## src/rtl/fft_mux_arbiter.sv

```systemverilog
// Round-robin arbiter and burst sequencer for the 4-to-1 operand mux
// feeding the shared FFT butterfly. One requester is granted at a time,
// beats are handshaked with out_valid/out_ready, and sel is held while idle
// so the mux inputs stay quiet.
module fft_mux_arbiter #(
    parameter int unsigned MAX_BEATS = 16
) (
    input  logic       clk,
    input  logic       rst,
    input  logic [3:0] req,
    input  logic [3:0] last,
    input  logic       out_ready,
    output logic [1:0] sel,
    output logic [3:0] grant,
    output logic       out_valid,
    output logic       busy,
    output logic [7:0] beat_cnt
);

    localparam int unsigned N_REQ = 4;
    localparam int unsigned SEL_W = 2;
    localparam int unsigned CNT_W = 8;

    typedef enum logic {
        IDLE  = 1'b0,
        GRANT = 1'b1
    } state_t;

    state_t             state;
    state_t             state_n;
    logic [SEL_W-1:0]   ptr;
    logic [SEL_W-1:0]   ptr_n;
    logic [SEL_W-1:0]   sel_n;
    logic [N_REQ-1:0]   grant_n;
    logic [CNT_W-1:0]   cnt_n;
    logic               busy_n;
    logic [SEL_W-1:0]   winner;
    logic [SEL_W-1:0]   cand;
    logic               found;
    logic               accept;
    logic               cap_hit;

    // Beat handshake; only the granted requester is observed.
    assign out_valid = busy & req[sel];
    assign accept    = out_valid & out_ready;
    assign cap_hit   = ({1'b0, beat_cnt} + 9'd1) == 9'(MAX_BEATS);

    // Round-robin search starting just after the last winner.
    always_comb begin
        winner = ptr;
        cand   = ptr;
        found  = 1'b0;
        for (int k = 1; k <= int'(N_REQ); k++) begin
            cand = SEL_W'(ptr + SEL_W'(k));
            if (!found && req[cand]) begin
                winner = cand;
                found  = 1'b1;
            end
        end
    end

    // Next-state and next-output logic.
    always_comb begin
        state_n = state;
        ptr_n   = ptr;
        sel_n   = sel;
        grant_n = grant;
        cnt_n   = beat_cnt;
        busy_n  = busy;
        case (state)
            IDLE: begin
                if (|req) begin
                    state_n = GRANT;
                    sel_n   = winner;
                    ptr_n   = winner;
                    grant_n = N_REQ'(1) << winner;
                    cnt_n   = '0;
                    busy_n  = 1'b1;
                end
            end
            GRANT: begin
                // Abort, final beat, or fairness cap all release the path;
                // a last beat that also hits the cap releases only once.
                if (!req[sel] || (accept && (last[sel] || cap_hit))) begin
                    state_n = IDLE;
                    grant_n = '0;
                    cnt_n   = '0;
                    busy_n  = 1'b0;
                end else if (accept) begin
                    cnt_n = beat_cnt + CNT_W'(1);
                end
            end
            default: begin
                state_n = IDLE;
                grant_n = '0;
                cnt_n   = '0;
                busy_n  = 1'b0;
            end
        endcase
    end

    // State and output registers with synchronous reset.
    always_ff @(posedge clk) begin
        if (rst) begin
            state    <= IDLE;
            ptr      <= SEL_W'(3);
            sel      <= '0;
            grant    <= '0;
            beat_cnt <= '0;
            busy     <= 1'b0;
        end else begin
            state    <= state_n;
            ptr      <= ptr_n;
            sel      <= sel_n;
            grant    <= grant_n;
            beat_cnt <= cnt_n;
            busy     <= busy_n;
        end
    end

endmodule

```

## config.mk

```make
export PLATFORM = sky130hd
export DESIGN_NAME = fft_mux_arbiter
export DESIGN_NICKNAME = d
export VERILOG_FILES = /design/src/rtl/fft_mux_arbiter.sv
export SDC_FILE = /design/constraint.sdc
export NUM_CORES = 1
export LEC_CHECK = 0
export CAP_MARGIN = 30
export CORE_MARGIN = 8
export CORE_UTILIZATION = 47
export DETAILED_ROUTE_END_ITERATION = 10
export PLACE_DENSITY_LB_ADDON = 0.12
export SYNTH_ARGS = -nofsm -noshare
export SYNTH_HDL_FRONTEND = slang
export SYNTH_SLANG_ARGS = --single-unit
```

## constraint.sdc

```tcl
create_clock -name clk -period 2.4 [get_ports clk]
set_input_delay 0.6 -clock clk [delete_from_list [all_inputs] [get_ports clk]]
set_output_delay 0.6 -clock clk [all_outputs]
set_load 0.01 [all_outputs]
```

==> run_1/gates.png <==
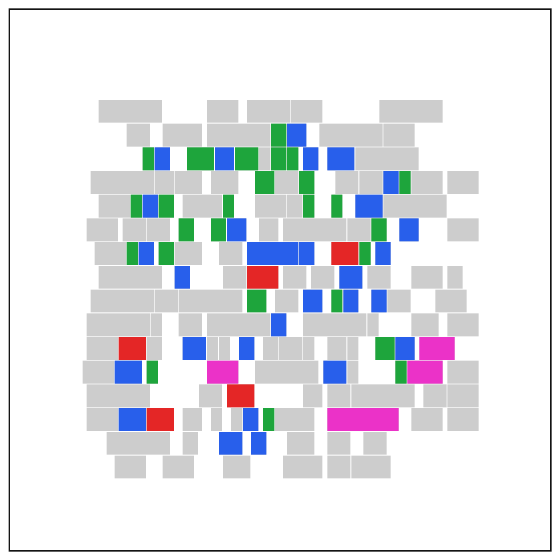
- nand cells: green (cells 26; most used nand2_1)
- non-inverting ao/oa cells: red (cells 5; most used a22o_1)
- mux cells: magenta (cells 4; most used mux2_2)
- aoi and oai cells: blue (cells 29; most used a21oi_1)
Top cell excl fill/tap: clkdlybuf4s50_1
number of standard cells in the final layout excluding fillers: 186
logic share of the area: 42.4%

==> run_1/ff_map.png <==
Scale bar: 20 um. Other sequential cells in the stronger gray, the rest of the logic in the fainter gray.
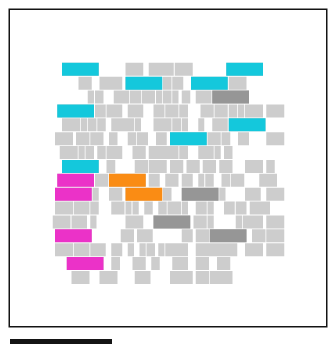
- `ptr`: orange (sequential cells 2)
- `grant`: magenta (sequential cells 4)
- `beat_cnt`: cyan (sequential cells 8)
- not colored: 4
sequential cell power: 344 uW
register share of the cell area: 25.3%
Seq. cell area: 360 um^2
final standard cell utilization of the core: 71.8%

==> reports/qor.txt, run 1 <==
Pint: 540 uW
Top pwr grp: sequential cells
Height of the die: 61.9 um
RSZ-0062 raised after global routing: no
Placeable Area: 1980 um^2
Yosys Instances: 119
Synthesized netlist net count: 132
Remaining DRCs: 0
Power spent charging and discharging nets: 223 uW
Wire length per cell: 14.2 um
Number of instances on the worst hold path: 1
Number of clock buffers inserted by TritonCTS: 3
Worst-case hold slack: 474 ps
Number of buffers and inverters on the critical path: 2
Sequential cell count: 18
Worst Setup Start Kind: primary input
R2R depth: 5
Top cell types by occurrence after synthesis: dfxtp_1 (18), nand2_1 (13), a21oi_1 (11), nand3_1 (8), nor2_1 (8)
M1 GR Usage: 18.7%
Die X: 61.9 um
First drt pass iteration count: 4
Routability cong.: 0.873
Leading area contributor after synthesis: dfxtp_1
Xor/xnor share of the synthesized area: 1.77%
Total Power Consumption: 764 uW
Status: finished, final reports clean
Io pins: 27
Power share of the combinational group: 30.6%
Clock buf/inv share: 2.55%
Wire length of the first global-routing pass: 4260 um
Placed Instance Area: 1380 um^2
Critical path cell sequence: dlygate4sd2_1, mux4_2, and2_4, buf_2
Tap cells: 27
Most frequently placed logic cells in the final layout: clkdlybuf4s50_1 (21), dfxtp_1 (18), buf_4 (16), nand2_1 (13), a21oi_1 (11)
Synth warnings: 0
Multiplexer share of the synthesized area: 5.55%
Per-cell via count in the routed design: 5.73
Number of standard cells after synthesis: 119
Estimated wirelength of the detail-placed design: 2040 um
Post-route fraction of the period consumed by the critical path: 92.3%
Slew HR: 64.1%
Share of synthesized cell area in and, or, nand and nor gates: 27.1%
Cell with the most instances after synthesis: dfxtp_1
Number of register bits inferred by synthesis: 18
Endpoint type of the worst setup path: output port
Setup_tns: 0 ps
Final global-route overflow total: 0
CP max FO: 2
Worst hold path startpoint: grant[1]$_SDFFE_PP0P_
Leading registers by flop count: beat_cnt x8, grant x4
Count of multi-input combinational gates: 93
Rows: 16
WP data arrival: 1610 ps
IO Port Bufs: 26
Number of antenna violations at the first check in global routing: 0
Clock buffer count in the final layout: 4
P_clk: 186 uW
Part of the total power dissipated in sequential elements: 45.0%
Max FFs per register: 8
Class of the most critical hold timing path: register to register
Share of cells above drive strength 1: 16.4%
Cell family with most CP delay: multiplexers
Metal1 wirelength: 1220 um
Synth Cell Area: 992 um^2
Fraction of synthesized cell area taken by the top area cell type: 36.3%
Most congested layer reported by global routing: met2
Clock-pin transition on the worst setup and hold timing paths: 100 ps
Dominant kind of combinational cell: simple AND/OR/NAND/NOR gates
Critical Path Slowest Stage Cell: mux4_2
Final hold violation count: 0
Biggest cell delay along the critical path: 480 ps
FP Util: 50.1%
Startpoint of the lowest-slack register-to-register path: beat_cnt[0]$_SDFFE_PP0P_
Switching share of power: 29.3%
Data-path buffer share of cell area in the final layout: 26.8%
Main flop type: dfxtp_1
Met2 track demand over resource in global routing: 23.9%
Clock latency on the worst-skew pair: 290 ps
DP Worst Slack: -365 ps
Amount of wire on met3 after detailed routing: 193 um
Final net count: 173
Maximum number of pins on one net before global-route repair: 11
Max Freq: 0.452 GHz
Stages on the worst setup path: 4
Endpoint of the worst hold path: grant[1]$_SDFFE_PP0P_
GR Layer Usage met3: 3.29%
Worst setup startpoint: req[1]
Part of the total power dissipated in the clock network: 24.3%
Static Leak: 0.569 nW
Clock net sink count: 18
Count of pins over their slew limit: 0
# Max-Cap Violations: 0
Combinational gate power: 234 uW
Antenna viol nets, final: 0
Routed length on met2: 1200 um
Compound-cell area share of the yosys netlist: 23.6%
Endpoints failing setup: 0
==> run_1/sizing.png <==
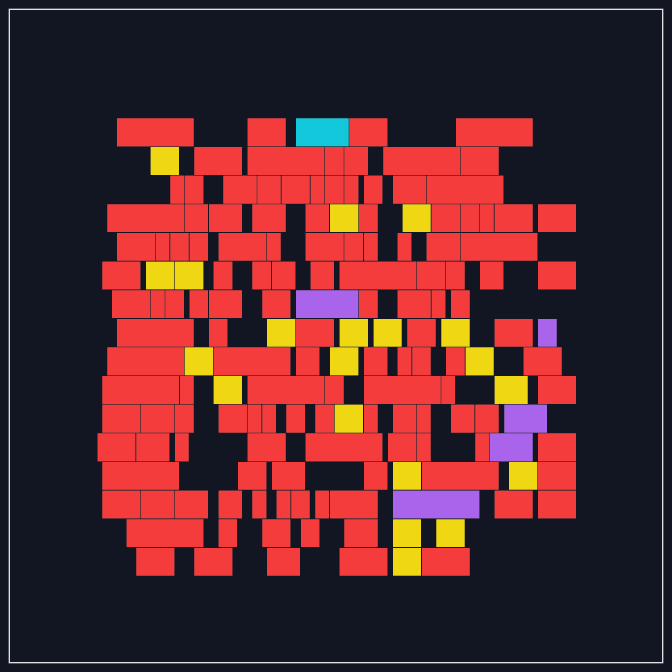
- x6 and larger: cyan (cells 1)
- x1 and smaller: red (cells 133)
- x3 and x4: yellow (cells 20)
- x2: purple (cells 5)
final setup margin: 185 ps
layout buffer count excluding clock buffers: 42
post-route cell area: 1420 um^2
area overhead of the layout relative to synthesis: 43.4%

==> run_1/layers.png <==
Two of the layers only.
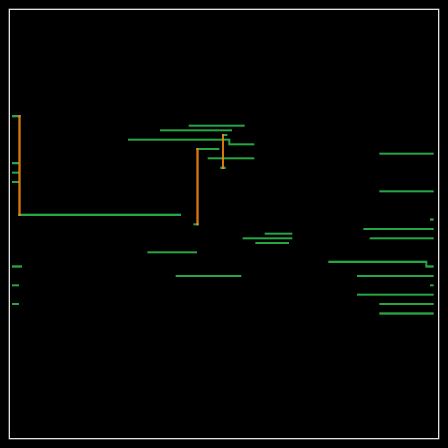
- M4: orange (wire length 29.9 um)
- M3: green (wire length 194 um)
final WL: 2640 um
total routing usage reported by global routing: 14.7%

==> run 2: changes to the inputs <==
- SETUP_SLACK_MARGIN: default -> 0.1
==> run_2/ff_map.png <==
Scale bar: 20 um. Other sequential cells in the stronger gray, the rest of the logic in the fainter gray.
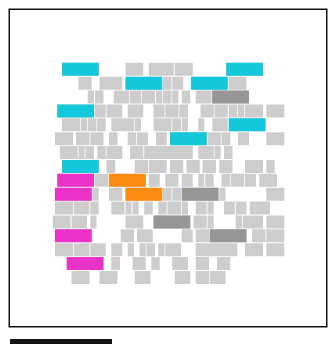
- `grant`: magenta (sequential cells 4)
- `ptr`: orange (sequential cells 2)
- `beat_cnt`: cyan (sequential cells 8)
register share of the cell area: 25.4%
final standard cell utilization of the core: 71.6%

==> run_2/sizing.png <==
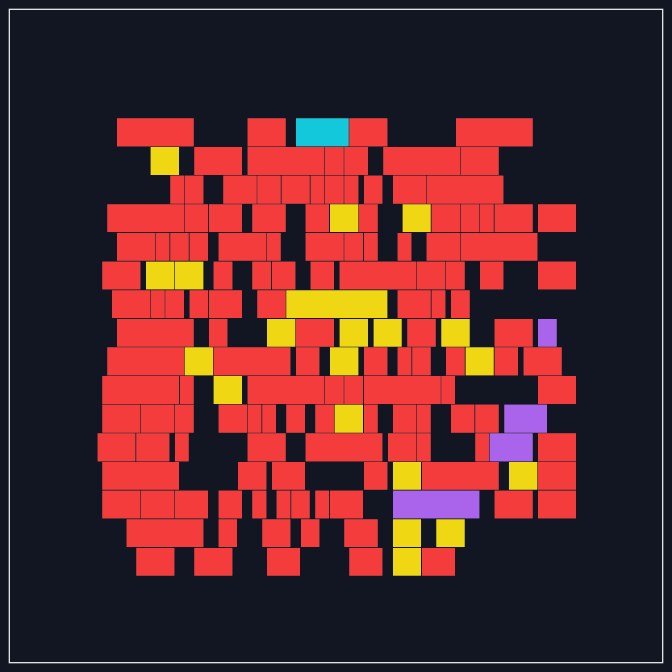
- x3 and x4: yellow (cells 20)
- x1 and smaller: red (cells 134)
- x6 and larger: cyan (cells 1)
- x2: purple (cells 4)
post-route cell area: 1420 um^2
area overhead of the layout relative to synthesis: 43.0%
final setup margin: 188 ps

==> reports/qor.txt, run 2 <==
Status: finished, final reports clean
Number of H-tree branching levels: 1
Max FFs per register: 8
Critical Path Slowest Stage Cell: or4_1
RSZ-0062 raised after global routing: no
Startpoint of the lowest-slack register-to-register path: beat_cnt[0]$_SDFFE_PP0P_
CP max FO: 6
Die footprint: 3840 um^2
Largest area class, layout: multi-input combinational cells
Endpoint type of the worst setup path: register
Clock root buffer: clkbuf_4
Top cell excl fill/tap: clkdlybuf4s50_1
Multiplexer share of the synthesized area: 5.55%
IO Port Bufs: 26
Endpoint of the worst setup timing path: beat_cnt[5]$_SDFFE_PP0P_
Max Freq: 0.452 GHz
Final net count: 173
Seq. cell area: 360 um^2
Combinational gate power: 234 uW
M1 GR Usage: 18.7%
Cell family with most CP delay: AND-OR/OR-AND gates
Total routing usage reported by global routing: 14.7%
Post-route fraction of the period consumed by the critical path: 92.2%
Pint: 539 uW
Number of register bits inferred by synthesis: 18
Critical path class: primary input to register
Height of the die: 61.9 um
Most congested layer reported by global routing: met2
Remaining DRCs: 0
Placeable Area: 1980 um^2
Met2 track demand over resource in global routing: 23.9%
Leading registers by flop count: beat_cnt x8, grant x4
Switching share of power: 29.4%
Estimated wirelength of the detail-placed design: 2040 um
Final WL: 2650 um
Number of instances on the worst hold path: 1
Worst Setup Start Kind: primary input
Share of cells above drive strength 1: 15.7%
Most frequently placed logic cells in the final layout: clkdlybuf4s50_1 (21), dfxtp_1 (18), buf_4 (16), nand2_1 (13), a21oi_1 (11)
Leading area contributor after synthesis: dfxtp_1
Final hold violation count: 0
Top cell types by occurrence after synthesis: dfxtp_1 (18), nand2_1 (13), a21oi_1 (11), nand3_1 (8), nor2_1 (8)
Clock buf/inv share: 2.56%
Synth Cell Area: 992 um^2
Worst-case hold slack: 474 ps
Critical path cell sequence: clkdlybuf4s50_1, mux2_2, o22ai_1, o311ai_4, or4_1, a31oi_1
Static Leak: 0.544 nW
Tap cells: 27
Largest reg by FF count: beat_cnt
Compound-cell area share of the yosys netlist: 23.6%
DP Worst Slack: -365 ps
Routed length on met2: 1180 um
WP data arrival: 2440 ps
Data-path buffer share of cell area in the final layout: 26.1%
Setup slack, reg-to-reg: 300 ps
Number of standard cells after synthesis: 119
Dominant kind of combinational cell: simple AND/OR/NAND/NOR gates
Uppermost layer routed: met4
Main flop type: dfxtp_1
Amount of wire on met3 after detailed routing: 188 um
Reg2Reg Capture Point: grant[2]$_SDFFE_PP0P_
Xor/xnor share of the synthesized area: 1.77%
Endpoint of the worst hold path: grant[1]$_SDFFE_PP0P_
Count of pins over their slew limit: 0
Clock buffer count in the final layout: 4
Hold-fix buffers at CTS: 0
Sequential cell power: 344 uW
Number of instances in the placed design: 182
Class of the most critical hold timing path: register to register
Diodes inserted: 0
Die X: 61.9 um
Layout buffer count excluding clock buffers: 42
R2R depth: 5
Worst setup startpoint: last[3]
P_clk: 186 uW
Maximum number of pins on one net before global-route repair: 11
Sequential cell count: 18
Power spent charging and discharging nets: 224 uW
Cell with the most instances after synthesis: dfxtp_1
Part of the total power dissipated in sequential elements: 45.0%
Share of synthesized cell area in and, or, nand and nor gates: 27.1%
Slew HR: 64.1%
Total Power Consumption: 763 uW
First drt pass iteration count: 5
Count of multi-input combinational gates: 93
Number of enable flip-flop cells: 0
Wire length of the first global-routing pass: 4260 um
Combinational cell area excluding buffers and inverters: 611 um^2
Post-layout minimum cycle time: 2210 ps
Rows: 16
Max rail drop VDD: 0.000580 V
Clock latency on the worst-skew pair: 290 ps
Final global-route overflow total: 0
Io pins: 27
Endpoints failing setup: 0
Power share of the combinational group: 30.6%
Worst hold path startpoint: grant[1]$_SDFFE_PP0P_
Fraction of synthesized cell area taken by the top area cell type: 36.3%
Wire length per cell: 14.2 um
Clock-pin transition on the worst setup and hold timing paths: 100 ps
Number of clock buffers inserted by TritonCTS: 3
Synthesized netlist net count: 132
Stages on the worst setup path: 6
Number of antenna violations at the first check in global routing: 0
Inverter count: 2
Synth warnings: 0
Post-synthesis area per instance: 8.34 um^2
Metal1 wirelength: 1240 um
GR Layer Usage met3: 3.29%
Setup_tns: 0 ps
Routability cong.: 0.873
Yosys Instances: 119
Share of synthesized area occupied by flip-flops and latches: 36.3%
Number of buffers and inverters on the critical path: 1
Per-cell via count in the routed design: 5.63
Number of standard cells in the final layout excluding fillers: 186
Critical path required time: 2630 ps
Clock net sink count: 18
Filler Cell Count: 155
Placed Instance Area: 1380 um^2
Antenna viol nets, final: 0
Yosys chip area: 992 um^2
Part of the total power dissipated in the clock network: 24.4%
Biggest cell delay along the critical path: 490 ps
Top pwr grp: sequential cells
Worst Clk Skew: 3.55 ps
# Max-Cap Violations: 0
FP Util: 50.1%
Maximum root-to-sink buffer count: 2
==> run_2/gates.png <==
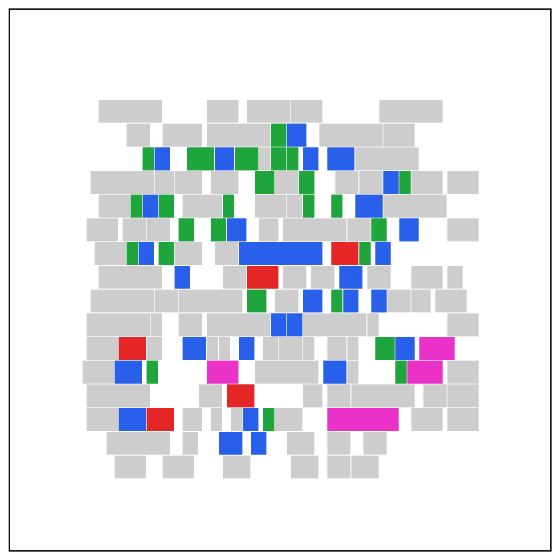
- non-inverting ao/oa cells: red (cells 5; most used a22o_1)
- mux cells: magenta (cells 4; most used mux2_2)
- nand cells: green (cells 26; most used nand2_1)
- aoi and oai cells: blue (cells 29; most used a21oi_1)
logic share of the area: 43.0%

Power figures rest on the tool's default switching activity, not on a simulated workload.
